Figure 1. Drive-strength map (run 1).
(6 px per um)
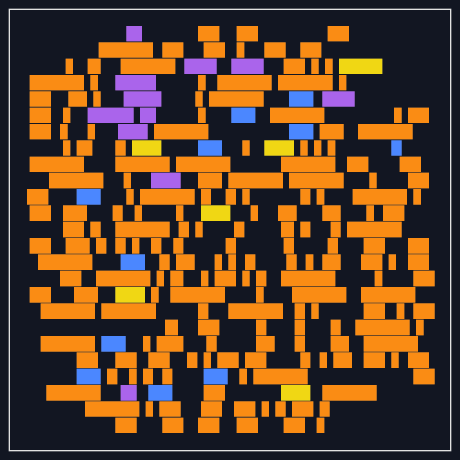
Figure 2. Routing congestion map (run 1).
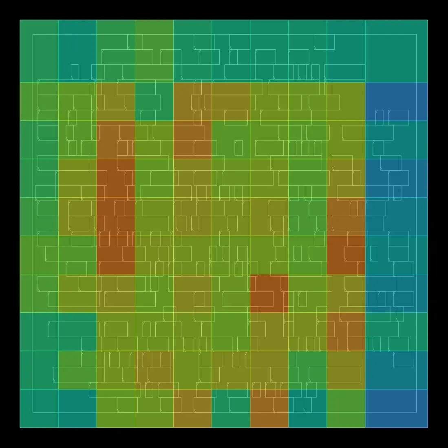
Figure 3. A small window of the routed layout (run 1).
Window x 24 to 49, y 24 to 49 um. Cells in gray, sequential cells in the stronger gray; small squares are vias.
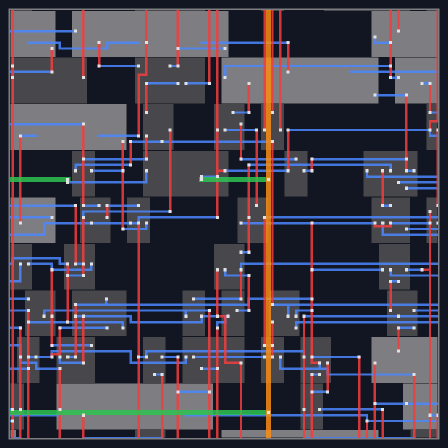
### src/rtl/imm_ext_pipe.sv
// -----------------------------------------------------------------------------
// imm_ext_pipe
//
// Purpose:
//    Immediate extension stage with a 2-entry skid pipeline. Each accepted
//    item is extended according to in_mode before storage:
//       mode 00 : in_data passed through unchanged
//       mode 01 : in_data[FW1-1:0] sign-extended to WIDTH
//       mode 10 : in_data[FW2-1:0] sign-extended to WIDTH
//       mode 11 : in_data[FW3-1:0] sign-extended to WIDTH
//    The pipeline holds up to two items: the output register and one skid
//    register. in_ready is a register, so out_ready has no combinational
//    path to in_ready.
//
// Optional feature (macro IMM_EXT_SHL1_EN):
//    Adds input in_shl. When in_shl is 1 the extended value is shifted left
//    by one (bit 0 = 0, MSB dropped). Without the macro the port is absent.
//
// Parameters:
//    WIDTH : data path width
//    FW1   : source field width for mode 01 (1..WIDTH-1)
//    FW2   : source field width for mode 10 (1..WIDTH-1)
//    FW3   : source field width for mode 11 (1..WIDTH-1)
//
// Ports:
//    clk       : clock, rising edge
//    rst       : asynchronous active-high reset
//    in_valid  : upstream item present
//    in_ready  : block accepts an item this cycle (registered)
//    in_data   : raw immediate
//    in_mode   : extension mode
//    in_shl    : shift-left-by-one request (only with IMM_EXT_SHL1_EN)
//    out_valid : extended item present (registered)
//    out_ready : downstream accepts an item
//    out_data  : extended immediate (registered)
// -----------------------------------------------------------------------------
module imm_ext_pipe #(
   parameter int WIDTH = 16,
   parameter int FW1   = 5,
   parameter int FW2   = 8,
   parameter int FW3   = 11
) (
   input  logic             clk,
   input  logic             rst,
   input  logic             in_valid,
   output logic             in_ready,
   input  logic [WIDTH-1:0] in_data,
   input  logic [1:0]       in_mode,
`ifdef IMM_EXT_SHL1_EN
   input  logic             in_shl,
`endif
   output logic             out_valid,
   input  logic             out_ready,
   output logic [WIDTH-1:0] out_data
);

   // Field widths outside 1..WIDTH-1 would make the replication counts
   // below zero or negative, so reject them at elaboration.
   generate
      if (FW1 < 1 || FW1 > WIDTH - 1) begin : g_bad_fw1
         $error("imm_ext_pipe: FW1 must be in 1..WIDTH-1");
      end
      if (FW2 < 1 || FW2 > WIDTH - 1) begin : g_bad_fw2
         $error("imm_ext_pipe: FW2 must be in 1..WIDTH-1");
      end
      if (FW3 < 1 || FW3 > WIDTH - 1) begin : g_bad_fw3
         $error("imm_ext_pipe: FW3 must be in 1..WIDTH-1");
      end
   endgenerate

   typedef enum logic [1:0] {
      EMPTY = 2'd0,
      HALF  = 2'd1,
      FULL  = 2'd2
   } state_t;

   state_t           state_reg, state_next;
   logic [WIDTH-1:0] out_data_reg, out_data_next;
   logic [WIDTH-1:0] skid_reg, skid_next;
   logic             out_valid_reg, out_valid_next;
   logic             in_ready_reg, in_ready_next;

   logic             in_xfer;
   logic             out_xfer;
   logic [WIDTH-1:0] ext_val;
   logic [WIDTH-1:0] ext_final;

   assign in_xfer  = in_valid & in_ready_reg;
   assign out_xfer = out_valid_reg & out_ready;

   // Extension of the incoming item; only stored on an input transfer.
   always_comb begin
      ext_val = in_data;
      case (in_mode)
         2'b00:   ext_val = in_data;
         2'b01:   ext_val = {{(WIDTH-FW1){in_data[FW1-1]}}, in_data[FW1-1:0]};
         2'b10:   ext_val = {{(WIDTH-FW2){in_data[FW2-1]}}, in_data[FW2-1:0]};
         default: ext_val = {{(WIDTH-FW3){in_data[FW3-1]}}, in_data[FW3-1:0]};
      endcase
   end

`ifdef IMM_EXT_SHL1_EN
   assign ext_final = in_shl ? {ext_val[WIDTH-2:0], 1'b0} : ext_val;
`else
   assign ext_final = ext_val;
`endif

   // Next-state and datapath control.
   always_comb begin
      state_next    = state_reg;
      out_data_next = out_data_reg;
      skid_next     = skid_reg;
      case (state_reg)
         EMPTY: begin
            if (in_xfer) begin
               state_next    = HALF;
               out_data_next = ext_final;
            end
         end
         HALF: begin
            case ({in_xfer, out_xfer})
               2'b10: begin
                  // Output is stalled: park the new item in the skid slot.
                  state_next = FULL;
                  skid_next  = ext_final;
               end
               2'b01: state_next = EMPTY;
               2'b11: out_data_next = ext_final;
               default: ;
            endcase
         end
         FULL: begin
            // in_ready is low here, so only the output side can move.
            if (out_xfer) begin
               state_next    = HALF;
               out_data_next = skid_reg;
            end
         end
         default: state_next = EMPTY;
      endcase
      // Flags are registered copies derived from the next state so that
      // they are glitch-free and free of any path from out_ready.
      out_valid_next = (state_next != EMPTY);
      in_ready_next  = (state_next != FULL);
   end

   always_ff @(posedge clk or posedge rst) begin
      if (rst) begin
         state_reg     <= EMPTY;
         out_data_reg  <= '0;
         skid_reg      <= '0;
         out_valid_reg <= 1'b0;
         in_ready_reg  <= 1'b0;
      end else begin
         state_reg     <= state_next;
         out_data_reg  <= out_data_next;
         skid_reg      <= skid_next;
         out_valid_reg <= out_valid_next;
         in_ready_reg  <= in_ready_next;
      end
   end

   assign in_ready  = in_ready_reg;
   assign out_valid = out_valid_reg;
   assign out_data  = out_data_reg;

endmodule

### config.mk
export PLATFORM = sky130hd
export DESIGN_NAME = imm_ext_pipe
export DESIGN_NICKNAME = d
export VERILOG_FILES = /design/src/rtl/imm_ext_pipe.sv
export SDC_FILE = /design/constraint.sdc
export NUM_CORES = 1
export LEC_CHECK = 0
export CELL_PAD_IN_SITES_DETAIL_PLACEMENT = 1
export CELL_PAD_IN_SITES_GLOBAL_PLACEMENT = 1
export CORE_MARGIN = 2
export CORE_UTILIZATION = 38
export CTS_CLUSTER_DIAMETER = 30
export DETAILED_ROUTE_END_ITERATION = 6
export GPL_TIMING_DRIVEN = 0
export PLACE_DENSITY_LB_ADDON = 0.3
export RECOVER_POWER = 100
export REMOVE_ABC_BUFFERS = 1
export SLEW_MARGIN = 20
export SYNTH_ARGS = -nofsm -noshare
export SYNTH_HDL_FRONTEND = slang
export SYNTH_SLANG_ARGS = --single-unit
### constraint.sdc
create_clock -name clk -period 1.9 [get_ports clk]
set_input_delay 0.475 -clock clk [delete_from_list [all_inputs] [get_ports clk]]
set_output_delay 0.475 -clock clk [all_outputs]
set_load 0.01 [all_outputs]
==> summary.txt, run 1 <==
Results of the run.

The flow ran to the end, and the final reports show no timing, DRC or antenna violations. The top fanout value on the critical path is 6. The number of H-tree levels is 2. Yosys mapped the design onto 27 distinct sky130hd cell types.

The share of the core filled by cells before placement is 38.9%. The total count of hold-check failures in the final report is 0. The post-route core utilization is 50.4%. The layout overhead on the synthesized area is 29.5%.

The maximum clock frequency is 545 MHz. The worst setup path is launched from an input pin. Setup repair after global routing left no endpoint under its margin. The analysis reports a worst IR drop on VDD of approximately 0.00069 V. The startpoint of the lowest-slack register-to-register path is state_reg[0]$_DFF_PP0_.

The signal on the critical path passes through dlygate4sd3_1 -> nand2_1 -> o21bai_4 -> o31ai_4 -> buf_4 -> mux2_1. Per the slew report, the remaining headroom to the max-slew limit stands at approximately 44%. The library cells used most frequently in the layout, excluding fill and tap cells, are dfrtp_1, nand2_1, o21ai_0. After clock tree synthesis, the flow added hold-fix buffers numbering 0. The net count reported at finish is ~240. For this run, the detailed router's first-pass iteration total came to 4. After global routing the overflow that remains totals 0.

Max-slew check failures listed in the final report amount to 0. In this run, the number of DRC markers left after iteration 0 of detailed routing was 22. The post-route netlist has about 13% of its cells at a drive strength greater than 1. The register-to-register path setup slack is 130 ps.

Yosys reported that registers with async set or reset make up 100%. After detailed routing, the number of remaining DRC violations is 0. The leading register cell type out of synthesis is dfrtp_1. Yosys reported a register bit count of 36. The wire length of the first global-routing pass is around 6.9 mm. Measured along the y axis, the die boundary spans ~73 um. The via count of the first global-routing pass was between 1000 and 1500. Per the OpenROAD floorplan log, the area of the core is roughly 4700 um2.

The critical path arrival is 2000 ps. For this run, the final setup violation count is recorded as 0. The shortest clock period the worst path allows after layout is 1830 ps. For this run, the register share of the synthesized area comes to between 40% and 50%. The clock sink total is 36. The worst flop-to-flop path endpoint is out_data[8]$_DFFE_PP0P_. Detailed placement finished with a half-perimeter wire length of 2.90 mm. The final weighted congestion of routability-driven global placement is about 0.71. In the routed layout, each cell is associated on average with a via count of ~5.2. A synthesized cell averages approximately 10 um2.

After layout, the worst path uses approximately 97% of the clock period. Entering global routing, the biggest net connects 34 pins. The I/O pin count is about 40. The CTS tree is done.

The data required time at the worst endpoint is 2060 ps. The post-CTS clock slew at the launch and capture registers of the worst setup and hold paths is 60 ps. The clock tree skew after final layout is ~3.6 ps.

The chip occupies 5370 um2. The die is around 73 um wide. STA shows the worst reg2reg path with a cell count of 4. The area recorded from the Yosys report for this design is 1830 um2. Looking at hold timing, the worst path starts from skid_reg[12]$_DFFE_PP0P_. The worst setup path category is in -> reg. The transition time recorded at the tightest slew-check pin is around 840 ps.

The top cell type in the final layout, fill and taps aside, is dfrtp_1. The repair_antennas step left the layout with diodes totalling 0. After detailed routing, the total wire length is 4.16 mm. STA classifies the critical path endpoint as a register. The synthesized instance count is ~180. The count of maximum capacitance violations is 0.

Warnings raised by the tools during the run amount to 26. The critical path in the final layout is reported with a setup slack of about 65 ps. The launch point of the critical path was reported as out_ready. The initialized floorplan defines 25 standard-cell rows. The later pin in the worst-skew pair is clocked with a latency of around 280 ps. The endpoint of the worst hold path is reported as skid_reg[12]$_DFFE_PP0P_. The synthesized design contains 0 enable-type register cells. The final layout reports a setup TNS of 0 ps. The slowest stage of the critical path belongs to the cell dlygate4sd3_1. Checking hold timing, the worst path is listed with class reg -> reg. The power density of the placed cells is about 1500 nW/um2.

The maximum buffer depth of the clock tree is 2.
Notes on Figure 1 above:
[orange] drive 1 or less | cells: 192 | most used: dfrtp_1
[purple] drive 3 to 4 | cells: 11
[yellow] drive 6 and up | cells: 6 | most used: clkbuf_8
[blue] drive 2 | cells: 11 | most used: mux2_2

Notes on Figure 2 above:
wire length per cell: 15.2 um
GRT Util Overall: 17.4%
M3 GR Usage: 4.94%
met2 track demand over resource in global routing: 28.3%
layer with the highest usage: met2

Notes on Figure 3 above:
[orange] met4
[blue] met1
[green] met3
[red] met2
most frequent: nand2_1 (9), o21ai_0 (7)
sequential cells in the window: 4
cells with their middle in the window: 35
netlist names of flops here include: skid_reg (3), out_data (1)

[run 1: stage by stage]
step                      cell area (um2)  total power, mW  instances
after global placement               2230             2.91        264
after floorplan                      1770             2.30        171
after detailed placement             2250             2.99        265
after CTS                            2360             3.59        274
final                                2360             3.46        274
after global routing                 2360             3.74        274
[run 1: worst max-delay path, delay by kind of cell]
kind / cells / cell delay, ps
and+or+nand+nor: 1 / 150
AOI/OAI and AO/OA: 2 / 300
muxes: 1 / 330
buffers and inverters: 2 / 740
[run 1: where the power goes]
| group | internal, mW | switching [mW] | total (mW) |
|---|---|---|---|
| sequential | 1.15 | 0.228 | 1.38 |
| combinational | 0.869 | 0.730 | 1.60 |
| clock | 0.236 | 0.240 | 0.476 |
| total | 2.26 | 1.20 | 3.46 |
[run 1: repair_timing]
action / in CTS / in global routing
cloned: 0 / 0
setup buffers: 4 / 0
resized: 3 / 5
endpoints found under the setup margin: 21 / 32
endpoints found under the hold margin: 0 / 0
pin swaps: 1 / 0
[run 1: worst max-delay path by stage]
stage,endpoint,slack (ps),depth (start not counted)
floorplan,out_data[8]$_DFFE_PP0P_,100,4
global placement,out_data[8]$_DFFE_PP0P_,-600,4
detailed placement,out_data[8]$_DFFE_PP0P_,-630,4
CTS,skid_reg[4]$_DFFE_PP0P_,-50,4
global route,out_data[8]$_DFFE_PP0P_,7,4
finish,out_data[2]$_DFFE_PP0P_,70,6
[run 1: cells in the mapped netlist, drive strengths merged, types with 3 or more instances]
library cell / n / share of area, %
clkbuf: 5 / 1.0
inv: 13 / 2.7
nand2: 35 / 7.2
buf: 6 / 2.1
o221ai: 6 / 2.9
a21oi: 8 / 2.2
mux2i: 9 / 4.9
o21ai: 24 / 6.6
dfrtp: 36 / 49
nor2: 5 / 1.0
mux2: 18 / 12
nand2b: 3 / 1.0
[run 1: cells by family after synthesis]
| kind of cell | after synthesis | synth area share, % |
|---|---|---|
| buf+inv | 24 | 5.83 |
| simple gates | 52 | 12.6 |
| compound gates | 43 | 15.4 |
| flops | 36 | 49.3 |
| mux | 27 | 16.9 |
[run 1: metal layers]
layer,global-route usage (%),wire (um)
met5,0,0
met4,6.06,63
met3,4.94,150
met2,28.3,2020
met1,22.1,1930
[run 1: area by class of cell]
cell class	instances	area (um2)
Sequential cell	36	901
Inverter	13	48.8
Clock buffer	5	68.8
Tap cell	54	67.6
Timing Repair Buffer	44	440
Multi-Input combinational cell	122	837
Fill cell	546	2330
==> run 1 -> run 2 <==
--- a/config.mk
+++ b/config.mk
@@ -9,7 +9,7 @@
 export CELL_PAD_IN_SITES_GLOBAL_PLACEMENT = 1
 export CORE_MARGIN = 2
 export CORE_UTILIZATION = 38
-export CTS_CLUSTER_DIAMETER = 30
+export CTS_CLUSTER_DIAMETER = 80
 export DETAILED_ROUTE_END_ITERATION = 6
 export GPL_TIMING_DRIVEN = 0
 export PLACE_DENSITY_LB_ADDON = 0.3
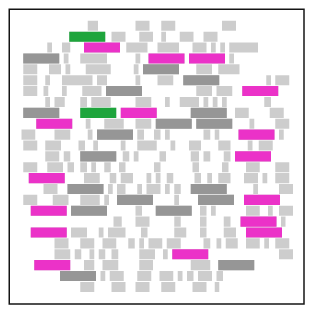
Figure 4: run 2, register map, names as in the netlist.
(4 px per um)
[magenta] out_data | placed flops: 16 | where: all over the die
[green] state_reg | placed flops: 2
Storage cell area: 901 um2
Seq area share: 38.1%
sequential-cell power consumption: 1.38 mW
final core utilization: 50.4%

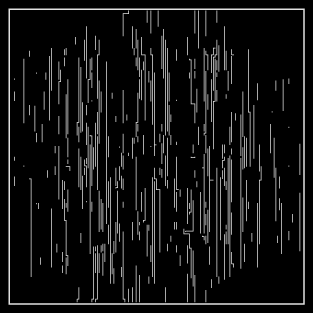
Figure 5: run 2, the metal 2 layer.
(4 px per um)
longest straight run: 40.5 um
wire length on this layer: 2020 um

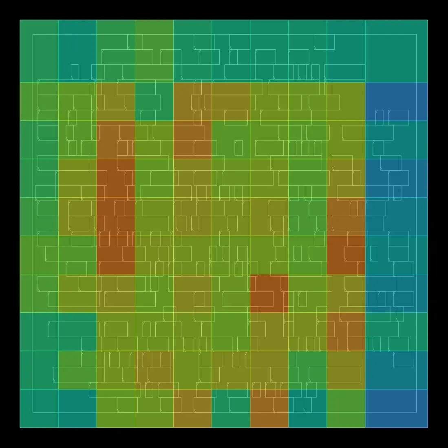
Figure 6: run 2, routing congestion map.
met1 demand-to-capacity share in global routing: 22.1%

==> summary.txt, run 2 <==
Results of the run.

The horizontal die dimension is 73.3 um (unchanged). The count of pins over their slew limit is 0 (unchanged). Cells taking the most area after synthesis: dfrtp_1, nand2_1, mux2_2, o21ai_0, mux2i_1 (unchanged).

The area share of the leading cell type in the synthesized netlist came to 49.3% (unchanged). The type of the tightest min-delay check is reg -> reg (unchanged). The clock sink total is 36 (unchanged). The final weighted congestion of routability-driven global placement was 0.714 (unchanged). Setup repair after global routing missed its margin: false (unchanged).

The number of logged tool warnings was 26 (unchanged). The maximum vdd drop is 0.000688 V (unchanged). The I/O pin count is 40 (unchanged). The cell total after placement is 265 (unchanged). The number of detailed-routing iterations run before antenna repair is 4 (unchanged).

The maximum clock frequency was 545 MHz (unchanged). The wire length of the first global-routing pass is 6.87 mm (unchanged). The number of cell instances after yosys synthesis is 182 (unchanged).

The final tally of setup violations is 0 (unchanged). The clock root buffer master is clkbuf_8 (unchanged). The post-route standard cell area excluding fillers is 2360 um2 (unchanged).

The most common logic cell in the routed design was dfrtp_1 (unchanged). The clock tree skew after final layout is 3.60 ps (unchanged). The power density of the placed cells is 1460 nW/um2 (unchanged). The type of element capturing the critical path was a register (unchanged). The number of H-tree levels came to 2 (unchanged). The net count reported at finish is 244 (unchanged). The worst setup path category is in -> reg (unchanged). The number of different library cells in the post-synthesis netlist came to 27 (unchanged). The post-CTS clock slew at the launch and capture registers of the worst setup and hold paths is 60 ps (about the same).

The data required time at the worst endpoint came to 2060 ps (about the same). The via count of the first global-routing pass was 1435 (unchanged). The share of cells above drive strength 1 is 12.7% (unchanged). The shortest clock period the worst path allows after layout is 1830 ps (unchanged).

The slowest stage cell on the critical path is dlygate4sd3_1 (unchanged). The maximum buffer depth of the clock tree is 2 (unchanged). The actual transition at the worst max-transition pin is 836 ps (unchanged). The number of antenna violations at the first check in global routing came to 0 (unchanged). The met2 usage in global routing came to 28.3% (unchanged). Leading post-synthesis cells by instance count: dfrtp_1, nand2_1, o21ai_0 (unchanged). The remaining global-route overflow is 0 (unchanged). The area of placed instances is 2250 um2 (unchanged). The top fanout value on the critical path came to 6 (unchanged). The count of maximum capacitance violations is 0 (unchanged). The worst hold margin was 482 ps (unchanged). The number of vias after detailed routing is 1421 (unchanged). The count of non-filler cells in the finished layout is 274 (unchanged). The cell row count is 25 (unchanged). The total leakage power is 1.09 nW (unchanged). The relative max-transition margin is 44.3% (unchanged). The critical path arrival was 2000 ps (about the same).

The pin count of the biggest net entering global routing is 34 (unchanged). The clock latency of the later-clocked register in the worst-skew pair was 280 ps (about the same). The share of the core filled by cells before placement is 38.9% (unchanged). The DRC violations left is 0 (unchanged). The chip area from the yosys synthesis statistics was 1830 um2 (unchanged).

The most used routing layer in global routing is met2 (unchanged). The number of warning messages in the yosys log is 0 (unchanged). The total count of hold-check failures in the final report was 0 (unchanged). CP Cell Sequence: dlygate4sd3_1 -> nand2_1 -> o21bai_4 -> o31ai_4 -> buf_4 -> mux2_1 (unchanged). The CTS tree is done (unchanged).

The leading register cell type out of synthesis was dfrtp_1 (unchanged). The chip area was 5370 um2 (unchanged). The portion of the post-synthesis area used by sequential elements is 49.3% (unchanged). The number of standard cells after synthesis is 182 (unchanged).

The async set or reset register ratio after synthesis came to 100% (unchanged). The share of the clock period used by the worst path is 96.6% (unchanged). The number of enable-type register cells in the synthesized netlist is 0 (unchanged). The port buffer count is 39 (unchanged). The met3 track demand over resource is 4.94% (unchanged). The routed length per instance is 15.2 um (unchanged).

The number of design-rule violations left by the first detailed-router iteration is 22 (unchanged). The total clock buffers created by CTS is 5 (unchanged). The antenna diode instance count is 0 (unchanged).

The combined global-route utilization of all metal layers was 17.4% (unchanged). The post-place setup slack is -627 ps (unchanged). The biggest cell delay along the critical path is 520 ps (about the same). The cell area after synthesis is 1830 um2 (unchanged). The worst path buffer plus inverter count came to 2 (unchanged). The library cell with the largest summed area after synthesis is dfrtp_1 (unchanged). The placed wire-length estimate after detailed placement is 2.90 mm (unchanged). The kind of cell adding the most delay to the critical path is buffers and inverters (unchanged). Status: finished, final reports clean (unchanged). The core outline area is 4690 um2 (unchanged).

The remaining number of nets flagged by the antenna check after routing came to 0 (unchanged). The leading cell type by number of instances after synthesis is dfrtp_1 (unchanged). The vertical die size was 73.3 um (unchanged).

The total of flip-flops plus latches after synthesis is 36 (unchanged). The synthesized area divided by synthesized cell count is 10.0 um2 (unchanged). The layout overhead on the synthesized area is 29.5% (unchanged). Top library cells by usage in the layout, fill and taps aside: dfrtp_1, nand2_1, o21ai_0 (unchanged). The aggregate negative setup slack was 0 ps (unchanged). The number of buffers inserted for hold repair after clock tree synthesis was 0 (unchanged). The detail-routed via count per cell is 5.19 (unchanged). The kind of start point of the critical path is an input pin (unchanged). The total wirelength of the detailed-routed design is 4.16 mm (unchanged). The worst setup slack after layout came to 65.3 ps (unchanged).
[run 2: cell counts after synthesis]
Identical to the previous run, type by type.
[run 2: kinds of logic after synthesis]
| group | after synthesis | synth area share, % |
|---|---|---|
| AND-OR/OR-AND | 43 | 15.4 |
| buffers and inverters | 24 | 5.83 |
| flip-flops | 36 | 49.3 |
| multiplexers | 27 | 16.9 |
| AND/OR/NAND/NOR | 52 | 12.6 |
[run 2: path summary, 6_finish.rpt]
kind | end | start | depth (start not counted) | slack [ps]
max | out_data[2]$_DFFE_PP0P_ | out_ready | 6 | 70
min | skid_reg[12]$_DFFE_PP0P_ | skid_reg[12]$_DFFE_PP0P_ | 2 | 480
max reg2reg | out_data[8]$_DFFE_PP0P_ | state_reg[0]$_DFF_PP0_ | 4 | 130
min reg2reg | skid_reg[12]$_DFFE_PP0P_ | skid_reg[12]$_DFFE_PP0P_ | 2 | 480
max in group asynchronous | skid_reg[4]$_DFFE_PP0P_ | rst | 3 | 360
min in group asynchronous | out_data[3]$_DFFE_PP0P_ | rst | 2 | 520
[run 2: stage by stage]
stage / power [mW] / utilization, %
after floorplan: 2.30 / -
after global placement: 2.91 / 47.4
after detailed placement: 2.99 / 47.9
after CTS: 3.59 / 50.3
after global routing: 3.74 / 50.4
final: 3.46 / 50.4
[run 2: routing by layer]
metal / up-vias / wire length (um)
met4: 0 / 63
met2: 25 / 2020
met5: - / 0
met1: 687 / 1930
li1: 703 / -
met3: 6 / 150
[run 2: what timing repair did]
action / CTS / global route
pin swaps: 1 / 0
gates resized: 3 / 5
buffers inserted: 4 / 0
endpoints found under the hold margin: 0 / 0
endpoints found under the setup margin: 21 / 32
[run 2: area by class of cell]
class,count,area [um2]
repair buffers,44,440
multi-input cells,122,837
inverters,13,48.8
flip-flops and latches,36,901
clock buffers,5,68.8
fillers,546,2330
well taps,54,67.6
[run 2: worst register-to-register path, cell delays in order (launching register included)]
cell      delay [ps]
dfrtp_1          510
nand2b_4         330
and2_1           250
a221o_1          300
mux2_2           260
[run 2: power by group]
group,switching (mW),total [mW],leakage (nW),internal [mW]
registers,0.228,1.38,0.431,1.15
clock network,0.240,0.476,0.0359,0.236
logic,0.730,1.60,0.623,0.869
total,1.20,3.46,1.09,2.26
Power is estimated from default activity; no workload was simulated.
